**Track usage over the die**

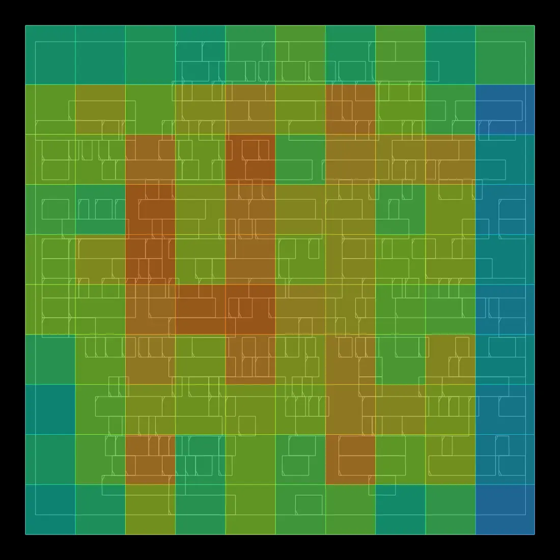
**Signal metal coverage by tile**

Drawn at 6 px/um. The die is cut into 14 by 14 equal tiles; white is low, dark blue is high, scaled to the fullest tile. Values are wire area over tile area, all layers added.
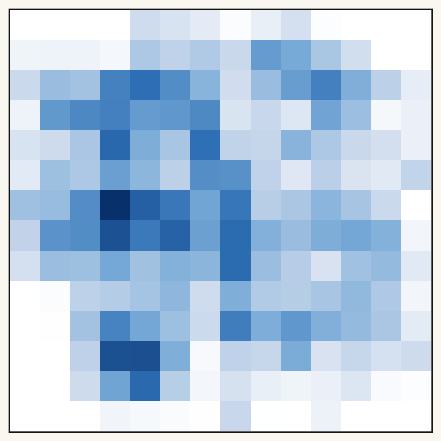
==> src/rtl/arith_pkg.sv <==
// Shared arithmetic definitions: the FSM state encoding and a
// compile-time ceil(log2) helper used to size counters.
package arith_pkg;

    typedef enum logic [1:0] {
        ST_IDLE = 2'd0,
        ST_RUN  = 2'd1,
        ST_DONE = 2'd2
    } state_e;

    function automatic int clog2(input int value);
        int result;
        result = 32'sd0;
        for (int v = value - 32'sd1; v > 32'sd0; v = v >>> 1) begin
            result = result + 32'sd1;
        end
        return result;
    endfunction

endpackage

==> src/rtl/full_subtractor_df.sv <==
// One-bit full subtractor written as pure dataflow: d = x - y - bin,
// with bout asserted when the cell had to borrow from the next bit.
module full_subtractor_df (
    input  logic x,
    input  logic y,
    input  logic bin,
    output logic d,
    output logic bout
);

    assign d    = x ^ y ^ bin;
    assign bout = (~x & y) | (~(x ^ y) & bin);

endmodule

==> src/rtl/serial_subtractor.sv <==
// Bit-serial two's-complement subtractor: diff = a - b, LSB first, one bit
// per clock through a single full-subtractor cell and a registered borrow.
module serial_subtractor
    import arith_pkg::*;
#(
    parameter int WIDTH = 8
) (
    input  logic             clk,
    input  logic             rst_n,
    input  logic             start,
    input  logic [WIDTH-1:0] a,
    input  logic [WIDTH-1:0] b,
    output logic             busy,
    output logic             done,
    output logic [WIDTH-1:0] diff,
    output logic             borrow,
    output logic             overflow
);

    localparam int CNT_W = clog2(WIDTH + 1);
    localparam logic [CNT_W-1:0] CNT_LAST = CNT_W'(WIDTH - 1);

    state_e             state_q, state_d;
    logic [CNT_W-1:0]   cnt_q, cnt_d;
    logic [WIDTH-1:0]   a_sh_q, a_sh_d;
    logic [WIDTH-1:0]   b_sh_q, b_sh_d;
    // Bit 0 of a full-width result register would be shifted out before
    // use, so only the upper WIDTH-1 collected bits are stored.
    logic [WIDTH-2:0]   d_sh_q, d_sh_d;
    logic               br_q, br_d;
    logic               a_msb_q, a_msb_d;
    logic               b_msb_q, b_msb_d;
    logic [WIDTH-1:0]   diff_q, diff_d;
    logic               borrow_q, borrow_d;
    logic               overflow_q, overflow_d;
    logic               busy_q, busy_d;
    logic               done_q, done_d;

    logic               cell_d_s;
    logic               cell_bout_s;
    logic [WIDTH-1:0]   d_next_s;

    full_subtractor_df u_cell (
        .x    (a_sh_q[0]),
        .y    (b_sh_q[0]),
        .bin  (br_q),
        .d    (cell_d_s),
        .bout (cell_bout_s)
    );

    assign d_next_s = {cell_d_s, d_sh_q};

    // Next-state, datapath and output-register logic.
    always_comb begin
        state_d    = state_q;
        cnt_d      = cnt_q;
        a_sh_d     = a_sh_q;
        b_sh_d     = b_sh_q;
        d_sh_d     = d_sh_q;
        br_d       = br_q;
        a_msb_d    = a_msb_q;
        b_msb_d    = b_msb_q;
        diff_d     = diff_q;
        borrow_d   = borrow_q;
        overflow_d = overflow_q;

        case (state_q)
            ST_IDLE: begin
                if (start) begin
                    state_d = ST_RUN;
                    a_sh_d  = a;
                    b_sh_d  = b;
                    br_d    = 1'b0;
                    cnt_d   = '0;
                    a_msb_d = a[WIDTH-1];
                    b_msb_d = b[WIDTH-1];
                end else begin
                    state_d = ST_IDLE;
                end
            end
            ST_RUN: begin
                a_sh_d = {1'b0, a_sh_q[WIDTH-1:1]};
                b_sh_d = {1'b0, b_sh_q[WIDTH-1:1]};
                br_d   = cell_bout_s;
                d_sh_d = d_next_s[WIDTH-1:1];
                if (cnt_q == CNT_LAST) begin
                    state_d    = ST_DONE;
                    diff_d     = d_next_s;
                    borrow_d   = cell_bout_s;
                    // Signed overflow: operands differ in sign and the
                    // result sign differs from the minuend's.
                    overflow_d = (a_msb_q != b_msb_q) && (cell_d_s != a_msb_q);
                end else begin
                    state_d = ST_RUN;
                    cnt_d   = cnt_q + CNT_W'(1);
                end
            end
            ST_DONE: begin
                state_d = ST_IDLE;
            end
            default: begin
                state_d = ST_IDLE;
            end
        endcase

        busy_d = (state_d != ST_IDLE);
        done_d = (state_d == ST_DONE);
    end

    // State, datapath and output registers with asynchronous clear.
    always_ff @(posedge clk or negedge rst_n) begin
        if (!rst_n) begin
            state_q    <= ST_IDLE;
            cnt_q      <= '0;
            a_sh_q     <= '0;
            b_sh_q     <= '0;
            d_sh_q     <= '0;
            br_q       <= 1'b0;
            a_msb_q    <= 1'b0;
            b_msb_q    <= 1'b0;
            diff_q     <= '0;
            borrow_q   <= 1'b0;
            overflow_q <= 1'b0;
            busy_q     <= 1'b0;
            done_q     <= 1'b0;
        end else begin
            state_q    <= state_d;
            cnt_q      <= cnt_d;
            a_sh_q     <= a_sh_d;
            b_sh_q     <= b_sh_d;
            d_sh_q     <= d_sh_d;
            br_q       <= br_d;
            a_msb_q    <= a_msb_d;
            b_msb_q    <= b_msb_d;
            diff_q     <= diff_d;
            borrow_q   <= borrow_d;
            overflow_q <= overflow_d;
            busy_q     <= busy_d;
            done_q     <= done_d;
        end
    end

    assign busy     = busy_q;
    assign done     = done_q;
    assign diff     = diff_q;
    assign borrow   = borrow_q;
    assign overflow = overflow_q;

endmodule

==> config.mk <==
export PLATFORM = sky130hd
export DESIGN_NAME = serial_subtractor
export DESIGN_NICKNAME = d
export VERILOG_FILES = /design/src/rtl/arith_pkg.sv /design/src/rtl/full_subtractor_df.sv /design/src/rtl/serial_subtractor.sv
export SDC_FILE = /design/constraint.sdc
export NUM_CORES = 1
export LEC_CHECK = 0
export ABC_AREA = 1
export CORE_UTILIZATION = 41
export DETAILED_ROUTE_END_ITERATION = 16
export HOLD_SLACK_MARGIN = 0.12
export PLACE_DENSITY_LB_ADDON = 0.15
export SYNTH_ARGS = -nofsm -noshare
export SYNTH_HDL_FRONTEND = slang
export SYNTH_SLANG_ARGS = --single-unit
==> constraint.sdc <==
create_clock -name clk -period 3.4 [get_ports clk]
set_input_delay 0.34 -clock clk [delete_from_list [all_inputs] [get_ports clk]]
set_output_delay 0.34 -clock clk [all_outputs]
set_load 0.005 [all_outputs]
==> impl_metrics.toml <==
# generated from flow reports
[critical_path]
worst_r2r_startpoint = "state_q[1]$_DFF_PN0_"
cp_top_family = "simple AND/OR/NAND/NOR gates"
critPathKind = "reg2reg"

[timing]
setup_slack_ns = 1.77
post_layout_min_period_ns = 1.63

[final_layout]
regArea_mm2 = 0.00110
final.fill_count = 422
layout.non_clock_buffers = 30
antenna_cells_inserted = 0
syn2layout_area_growth_pct = 20.3
final_cell_area_mm2 = 0.00230
fin_cells = 283

[outcome]
outcome = "finished clean"

[floorplan]
design.core.area_mm2 = 0.00441

[pwr]
p_switching_mw = 0.841
power_density_mw_per_mm2 = 933

[synth]
synthCells = 202
yosys.area_share.adder_pct = 1.70
synth.lib_cells_used.distinct = 24
netlist.top_cell.by_area = "sky130_fd_sc_hd__dfrtp_1"
synth.comb.largest_family = "AND-OR/OR-AND gates"

[job]
log.warning_count = 26

[placed_design]
dpl.cell_count = 275

[grt]
globalRouteMet2Util_pct = 24.4
Back to the opening pictures, 'track usage over the die':
end-of-flow core utilization: 52.0%
met3 layer usage reported by global route: 4.76%
detail-routed net length per standard cell: 11.6 um
met1 global-route usage: 20.3%

Back to the opening pictures, 'signal metal coverage by tile':
fullest tile: 0.33
nearly empty tiles: 15%
emptiest ninth of the die: bottom right
tiles over half the peak: 21%
Total Wirelength: 3280 um
Via Count: 1345
total routing usage reported by global routing: 15.4%

